File: src/rtl/tx_frame_queue_pkg.sv
// Shared types for the TX frame queue: sequencer state encoding and busy-timer width.
// Pure declarations, no logic.
package tx_frame_queue_pkg;

    localparam int TMR_W = 8;

    typedef enum logic [1:0] {
        IDLE      = 2'b00,
        WAIT_BUSY = 2'b01,
        WAIT_DONE = 2'b10
    } tx_state_e;

endpackage

File: src/rtl/tx_frame_queue_sync_fifo.sv
// Circular byte queue with registered COUNT/FULL/EMPTY; push/pop take effect on one edge.
// Head is read combinationally; a push into a full queue without a pop is dropped (DROP next cycle).
module sync_fifo #(
    parameter int DATA_WIDTH = 8,
    parameter int DEPTH      = 8,
    parameter int ADDR_WD    = 3
) (
    input  logic                  clk,
    input  logic                  rst_n,
    input  logic                  wr_en_i,
    input  logic [DATA_WIDTH-1:0] wr_data_i,
    input  logic                  rd_en_i,
    output logic [DATA_WIDTH-1:0] rd_data_o,
    output logic [ADDR_WD:0]      count_o,
    output logic                  full_o,
    output logic                  empty_o,
    output logic                  drop_o
);

    logic [DATA_WIDTH-1:0] mem_q [DEPTH];
    logic [ADDR_WD-1:0]    wr_ptr_q, rd_ptr_q;
    logic [ADDR_WD:0]      count_q, count_d;
    logic                  full_q, empty_q, drop_q;
    logic                  push, pop;

    // A pop on a full queue frees the slot in the same edge, so the push is accepted.
    assign pop  = rd_en_i && !empty_q;
    assign push = wr_en_i && (!full_q || pop);

    always_comb begin
        count_d = count_q;
        case ({push, pop})
            2'b10:   count_d = count_q + (ADDR_WD+1)'(1);
            2'b01:   count_d = count_q - (ADDR_WD+1)'(1);
            default: count_d = count_q;
        endcase
    end

    always_ff @(posedge clk) begin
        if (push) begin
            mem_q[wr_ptr_q] <= wr_data_i;
        end
    end

    always_ff @(posedge clk or negedge rst_n) begin
        if (!rst_n) begin
            wr_ptr_q <= '0;
            rd_ptr_q <= '0;
            count_q  <= '0;
            full_q   <= 1'b0;
            empty_q  <= 1'b1;
            drop_q   <= 1'b0;
        end else begin
            if (push) wr_ptr_q <= wr_ptr_q + ADDR_WD'(1);
            if (pop)  rd_ptr_q <= rd_ptr_q + ADDR_WD'(1);
            count_q <= count_d;
            full_q  <= (count_d == (ADDR_WD+1)'(DEPTH));
            empty_q <= (count_d == '0);
            drop_q  <= wr_en_i && !push;
        end
    end

    assign rd_data_o = mem_q[rd_ptr_q];
    assign count_o   = count_q;
    assign full_o    = full_q;
    assign empty_o   = empty_q;
    assign drop_o    = drop_q;

endmodule

File: src/rtl/tx_frame_queue.sv
// Byte queue plus one-in-flight transmit sequencer paced by the synchronized UART BUSY flag.
// Issue is one cycle after the head becomes visible; writes never stall, a full queue drops them.
module tx_frame_queue
    import tx_frame_queue_pkg::*;
#(
    parameter int DATA_WIDTH   = 8,
    parameter int DEPTH        = 8,
    parameter int ADDR_WD      = 3,
    parameter int BUSY_TIMEOUT = 255
) (
    input  logic                  CLK,
    input  logic                  RST,
    input  logic [DATA_WIDTH-1:0] WR_DATA,
    input  logic                  WR_EN,
    input  logic                  BUSY,
    output logic [DATA_WIDTH-1:0] TX_DATA,
    output logic                  TX_VLD,
    output logic                  FULL,
    output logic                  EMPTY,
    output logic [ADDR_WD:0]      COUNT,
    output logic                  DROP,
    output logic                  TO_ERR
);

    tx_state_e             state_q;
    logic [TMR_W-1:0]      timer_q;
    logic [DATA_WIDTH-1:0] tx_data_q;
    logic                  tx_vld_q, to_err_q;
    logic [DATA_WIDTH-1:0] head_dat;
    logic                  fifo_empty;
    logic                  pop;

    assign pop = (state_q == IDLE) && !fifo_empty;

    sync_fifo #(
        .DATA_WIDTH (DATA_WIDTH),
        .DEPTH      (DEPTH),
        .ADDR_WD    (ADDR_WD)
    ) u_fifo (
        .clk       (CLK),
        .rst_n     (RST),
        .wr_en_i   (WR_EN),
        .wr_data_i (WR_DATA),
        .rd_en_i   (pop),
        .rd_data_o (head_dat),
        .count_o   (COUNT),
        .full_o    (FULL),
        .empty_o   (fifo_empty),
        .drop_o    (DROP)
    );

    always_ff @(posedge CLK or negedge RST) begin
        if (!RST) begin
            state_q   <= IDLE;
            timer_q   <= '0;
            tx_data_q <= '0;
            tx_vld_q  <= 1'b0;
            to_err_q  <= 1'b0;
        end else begin
            tx_vld_q <= 1'b0;
            to_err_q <= 1'b0;
            case (state_q)
                IDLE: begin
                    if (!fifo_empty) begin
                        tx_data_q <= head_dat;
                        tx_vld_q  <= 1'b1;
                        timer_q   <= '0;
                        state_q   <= WAIT_BUSY;
                    end
                end
                WAIT_BUSY: begin
                    timer_q <= timer_q + TMR_W'(1);
                    if (BUSY) begin
                        state_q <= WAIT_DONE;
                    end else if (timer_q == TMR_W'(BUSY_TIMEOUT - 1)) begin
                        // Byte is abandoned, not retried: the UART never took it.
                        to_err_q <= 1'b1;
                        state_q  <= IDLE;
                    end
                end
                WAIT_DONE: begin
                    if (!BUSY) state_q <= IDLE;
                end
                default: state_q <= IDLE;
            endcase
        end
    end

    assign TX_DATA = tx_data_q;
    assign TX_VLD  = tx_vld_q;
    assign EMPTY   = fifo_empty;
    assign TO_ERR  = to_err_q;

endmodule

File: config.mk
export PLATFORM = sky130hd
export DESIGN_NAME = tx_frame_queue
export DESIGN_NICKNAME = d
export VERILOG_FILES = /design/src/rtl/tx_frame_queue_pkg.sv /design/src/rtl/tx_frame_queue_sync_fifo.sv /design/src/rtl/tx_frame_queue.sv
export SDC_FILE = /design/constraint.sdc
export NUM_CORES = 1
export LEC_CHECK = 0
export ABC_AREA = 1
export CAP_MARGIN = 10
export CORE_ASPECT_RATIO = 0.9
export CORE_MARGIN = 2
export CORE_UTILIZATION = 48
export CTS_CLUSTER_SIZE = 16
export DETAILED_ROUTE_END_ITERATION = 7
export MAX_ROUTING_LAYER = met4
export PLACE_DENSITY = 0.7
export SYNTH_ARGS = -nofsm -noshare
export SYNTH_HDL_FRONTEND = slang
export SYNTH_HIERARCHICAL = 1
export SYNTH_SLANG_ARGS = --single-unit
File: constraint.sdc
create_clock -name CLK -period 2.5 [get_ports CLK]
set_input_delay 0.75 -clock CLK [delete_from_list [all_inputs] [get_ports CLK]]
set_output_delay 0.75 -clock CLK [all_outputs]
set_load 0.005 [all_outputs]
==> impl_metrics.json, run 1 <==
{
  "outcome": "finished, final reports clean",
  "gr-total-overflow": 0,
  "cp_top_family": "simple AND/OR/NAND/NOR gates",
  "syn_to_final_growth_pct": 19.3,
  "path_buffers": 3,
  "synth.comb.largest_family": "simple AND/OR/NAND/NOR gates",
  "grt_pass1_wl_mm": 13.4,
  "nonClkBufAreaFrac_pct": 9.41,
  "min-delay-start": "TX_DATA[1]$_DFFE_PN0P_",
  "fmax_mhz": 423,
  "warnings": 28,
  "grt_max_degree": 34,
  "setup_slack_ns": 0.135,
  "pg_seq_mw": 2.28,
  "whs_ns": 0.485,
  "grt_pass1_vias": 2757,
  "maxCapViolCount": 0,
  "synth_seq_share_pct": 66.3,
  "crit_end": "u_fifo/full_o$_DFF_PN0_",
  "r2r_slack_ns": 0.14,
  "core.rowCount": 32,
  "first_pass_iters": 4,
  "simple_gate_share_pct": 18.7,
  "synthAoiAreaFrac_pct": 7.97,
  "fp.dieW_um": 102,
  "fp-utilization_pct": 48.8,
  "fillers": 727,
  "diodes": 0,
  "cp-startpoint": "state_q[1]$_DFFE_PN0P_",
  "logic_gate_count": 256,
  "drc": 0,
  "gp_congestion": 0.860,
  "met1_usage_pct": 24.4,
  "critPathKind": "reg -> reg",
  "clock_path_buffers": 2,
  "yosys.area.top_type": "edfxtp_1",
  "path_cells": "nor2_2 -> nand2_4 -> inv_4 -> inv_1 -> or2_4 -> nand2_4 -> nand2_4 -> ha_1 -> nor2_2 -> nor2_4 -> ha_1 -> a21oi_2 -> inv_1 -> nand2_1 -> nand3_1 -> o211ai_1 -> nor2_1",
  "routed_wl_mm": 8.14,
  "fin_crit_ns": 2.36,
  "post_cts_buffers": 0
}
## run 1: placed cells by master, fill, tap and decap left out, drive strengths merged, types with 4 or more instances in the layout
| cell | instances |
|---|---|
| nand2 | 97 |
| nor2 | 66 |
| edfxtp | 64 |
| o21ai | 41 |
| dfrtp | 32 |
| clkdlybuf4s50 | 28 |
| inv | 27 |
| buf | 18 |
| nand3 | 14 |
| a21oi | 12 |
| clkbuf | 10 |
| a31oi | 8 |
| ha | 7 |
| clkinv | 4 |
## run 1: layer usage
layer | wire length [µm] | part of all wire [%]
met1 | 3510 | 43
met2 | 4130 | 51
met3 | 425 | 5.2
met4 | 74 | 0.91
met5 | 0 | 0
## run 1: tightest hold or removal path: cells and delay by family (launching register included)
kind | cells | cell delay, ns
flip-flops | 1 | 0.36
AND/OR/NAND/NOR | 2 | 0.10
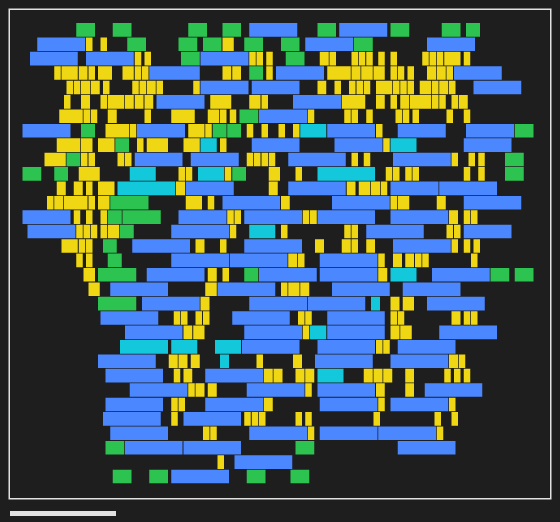
run_1/cell_classes.png
The bar under the picture is 20 µm long.
colour	class	cells
blue	flip-flops	97
cyan	clock drivers and dummy loads	16
green	other buffers and delay cells	46
yellow	all other logic	283
flop share of the area: 55.6%
Util after Layout: 58.3%
Finished Cell Area: 4940 µm²
core area: 8490 µm²

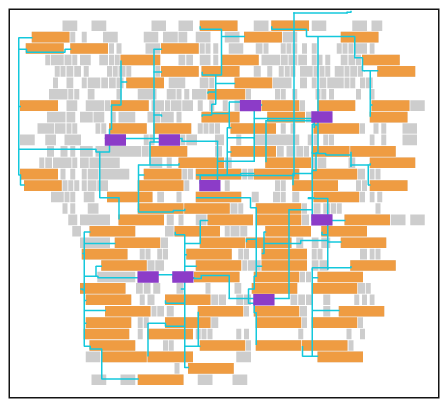
run_1/clock_map.png
[orange] flip-flops | count: 97
[purple] cells driving clock nets | count: 9
[cyan] clock wires | length: 1,020 µm
routed clock nets	10
clk ins delay skew pair: 0.36 ns
Clock Power Share: 20.5%
worst clock skew: 0.0145 ns

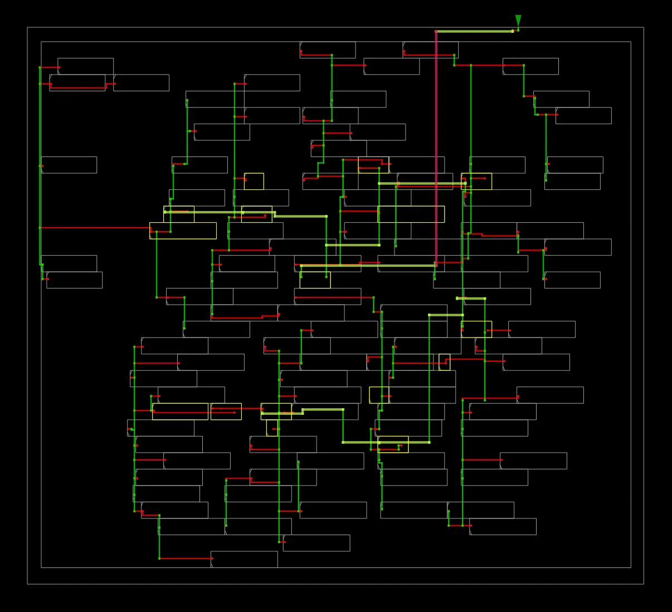
run_1/final_clocks.png
number of sinks on the clock net: 97
CTS Buf Count: 9
clock buffer count: 10
clk pwr: 1.15 mW
flip-flops: 97

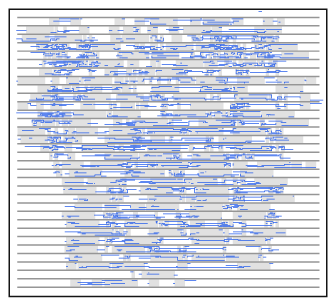
run_1/met1.png
Supply wires on this layer in grey. Cells faint in the background.
main direction	horizontal
wire length on this layer	3,510 µm
longest straight run	44.6 µm
share of all routed wire	43%

--- run 2 (diff from run 1) ---
--- a/config.mk
+++ b/config.mk
@@ -5,7 +5,7 @@
 export SDC_FILE = /design/constraint.sdc
 export NUM_CORES = 1
 export LEC_CHECK = 0
-export ABC_AREA = 1
+export ABC_AREA = 0
 export CAP_MARGIN = 10
 export CORE_ASPECT_RATIO = 0.9
 export CORE_MARGIN = 2
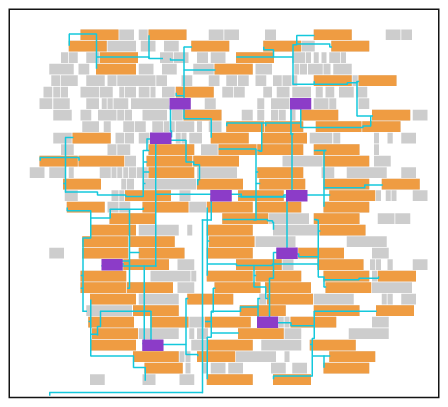
run_2/clock_map.png
[orange] flip-flops | count: 97
[purple] cells driving clock nets | count: 9
[cyan] clock wires | length: 1,000 µm
routed clock nets	10

==> run 2 against run 1 <==
Against the previous run: the flow now finishes with violations (setup timing); hold slack lost 0.0091 ns; critical path depth fell by 5; routed wire length shrank 10%; combinational power fell by 2%; worst setup slack worse by 0.25 ns; power fell by 0.17%.
==> impl_metrics.json, run 2 <==
{
  "outcome": "finished with violations",
  "violations": "setup timing",
  "gp_congestion": 0.757,
  "synthAoiAreaFrac_pct": 3.86,
  "clock_power_share_pct": 19.3,
  "clock_path_buffers": 2,
  "final_common_cell": "edfxtp_1",
  "path_cells": "or3_4 -> inv_8 -> nand2b_4 -> a21boi_4 -> inv_2 -> ha_4 -> xor2_2 -> ha_1 -> nor3b_2 -> a21oi_1 -> a211o_1 -> a211oi_2",
  "route.met3.wl_um": 186,
  "warnings": 31,
  "core_um2": 8150,
  "fillers": 601,
  "fin_crit_ns": 2.62,
  "simple_gate_share_pct": 8.51,
  "path_buffers": 2,
  "layout_top_cells": "64 x edfxtp_1, 36 x nand2_1, 32 x dfrtp_1, 28 x clkdlybuf4s50_1, 26 x buf_4",
  "seq_share_pct": 55.8,
  "pg_seq_mw": 2.38,
  "fin_skew_ns": 0.0134,
  "clock_sinks": 97,
  "dr_wl_met2_mm": 3.63,
  "core.rowCount": 31,
  "clock_latency_ns": 0.36,
  "fp-utilization_pct": 50.2,
  "clkbuf_count": 9,
  "wl_met1_mm": 3.31,
  "setup_slack_ns": -0.119,
  "diodes": 0,
  "grt_pass1_vias": 2273,
  "met1_usage_pct": 22.9,
  "setup_violations": 2,
  "synth_seq_share_pct": 67.3,
  "yosys.area.top_type": "edfxtp_1",
  "gr-total-overflow": 0,
  "syn_to_final_growth_pct": 20.5
}
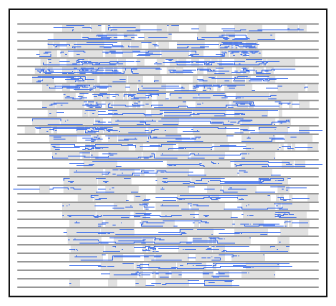
run_2/met1.png
Supply wires on this layer in grey. Cells faint in the background.
share of all routed wire	45%
main direction	horizontal
nets with wire on the layer	298
longest straight run	37.7 µm
wire length on this layer	3,310 µm

## run 2: how the worst max path moves through the flow
stage	slack [ns]	endpoint	startpoint	depth (start not counted)
final	-0.12	u_fifo/empty_o$_DFF_PN1_	u_fifo/empty_o$_DFF_PN1_	12
after global routing	-0.23	u_fifo/empty_o$_DFF_PN1_	u_fifo/empty_o$_DFF_PN1_	12
after CTS	-0.07	u_fifo/empty_o$_DFF_PN1_	u_fifo/empty_o$_DFF_PN1_	12
after detailed placement	-0.44	u_fifo/empty_o$_DFF_PN1_	WR_EN	10
after global placement	-0.38	u_fifo/empty_o$_DFF_PN1_	WR_EN	10
after floorplan	-0.19	u_fifo/empty_o$_DFF_PN1_	state_q[1]$_DFFE_PN0P_	13
--- run 3 (diff from run 2) ---
--- a/config.mk
+++ b/config.mk
@@ -14,6 +14,7 @@
 export DETAILED_ROUTE_END_ITERATION = 7
 export MAX_ROUTING_LAYER = met4
 export PLACE_DENSITY = 0.7
+export RECOVER_POWER = 50
 export SYNTH_ARGS = -nofsm -noshare
 export SYNTH_HDL_FRONTEND = slang
 export SYNTH_HIERARCHICAL = 1
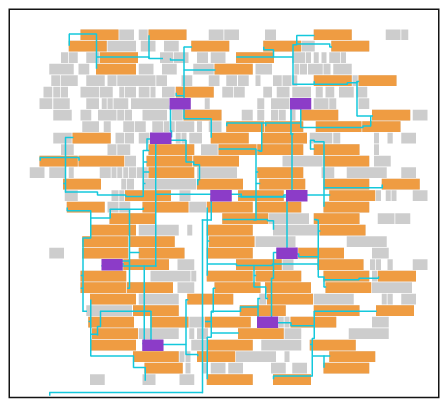
run_3/clock_map.png
[purple] cells driving clock nets | count: 9
[cyan] clock wires | length: 1,010 µm
[orange] flip-flops | count: 97
routed clock nets	10
clk pwr: 1.09 mW
Clock Power Share: 19.4%
worst clock skew: 0.0138 ns

==> run 3 against run 2 <==
Against the previous run: the flow still finishes with violations (setup timing); power fell by 0.33%; global-route usage stayed put; critical path depth unchanged; area after synthesis unchanged; sequential power about the same; utilization down 0.12 points; critical path type unchanged; largest power group unchanged; highest routed layer unchanged.
==> impl_metrics.json, run 3 <==
{
  "core_um2": 8150,
  "fin_crit_ns": 2.62,
  "grt_pass1_vias": 2273,
  "seq_share_pct": 55.9,
  "diodes": 0,
  "seq_cells": 97,
  "setup_violations": 2,
  "clock_path_buffers": 2,
  "fmax_mhz": 382,
  "clock_latency_ns": 0.36,
  "r2r_slack_ns": -0.12,
  "utilization_pct": 60.3,
  "outcome": "finished with violations",
  "synth_seq_share_pct": 67.3,
  "yosys.area.top_type": "edfxtp_1",
  "setup_slack_ns": -0.118,
  "cp-startpoint": "u_fifo/empty_o$_DFF_PN1_",
  "layout_top_cells": "64 x edfxtp_1, 36 x nand2_1, 32 x dfrtp_1, 23 x buf_4, 19 x clkdlybuf4s50_1",
  "clock_sinks": 97,
  "cp_top_family": "simple AND/OR/NAND/NOR gates",
  "crit_end": "u_fifo/empty_o$_DFF_PN1_",
  "drc": 0,
  "logic_gate_count": 138,
  "met1_usage_pct": 22.9,
  "min-delay-start": "TX_DATA[0]$_DFFE_PN0P_",
  "post_cts_buffers": 2,
  "cts_buffers": 9,
  "path_buffers": 2,
  "path_cells": "or3_4 -> inv_8 -> nand2b_4 -> a21boi_4 -> inv_2 -> ha_4 -> xor2_2 -> ha_1 -> nor3b_2 -> a21oi_1 -> a211o_1 -> a211oi_2",
  "fillers": 601,
  "clkbuf_count": 9,
  "whs_ns": 0.476,
  "critPathKind": "reg -> reg",
  "first_pass_iters": 4,
  "final_cell_area_um2": 4910,
  "final_common_cell": "edfxtp_1",
  "violations": "setup timing",
  "cp_num_cells": 12,
  "routed_wl_mm": 7.29,
  "nonClkBufAreaFrac_pct": 9.47
}
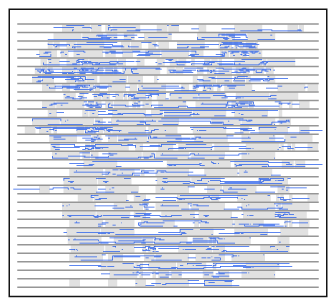
run_3/met1.png
Supply wires on this layer in grey. Cells faint in the background.
wire length on this layer	3,300 µm
longest straight run	37.7 µm
main direction	horizontal

[run 3: cell counts after synthesis]
No cell type changed its count.
[run 3: logic make-up after synthesis]
group / share of synthesized area [%]
DFF: 67.3
and+or+nand+nor: 8.51
muxes: 13.9
AOI/OAI and AO/OA: 3.86
buffers and inverters: 2.60
xor gates and xnor gates: 1.71
adders and majority gates: 2.14
[run 3: per-layer routing]
layer | part of all wire (%) | wire length [µm] | vias up
li1 | - | - | 1065
met1 | 45 | 3300 | 1149
met2 | 50 | 3630 | 36
met3 | 2.9 | 210 | 13
met4 | 2.1 | 155 | 0
met5 | 0 | 0 | -
Power and IR drop assume default switching activity.
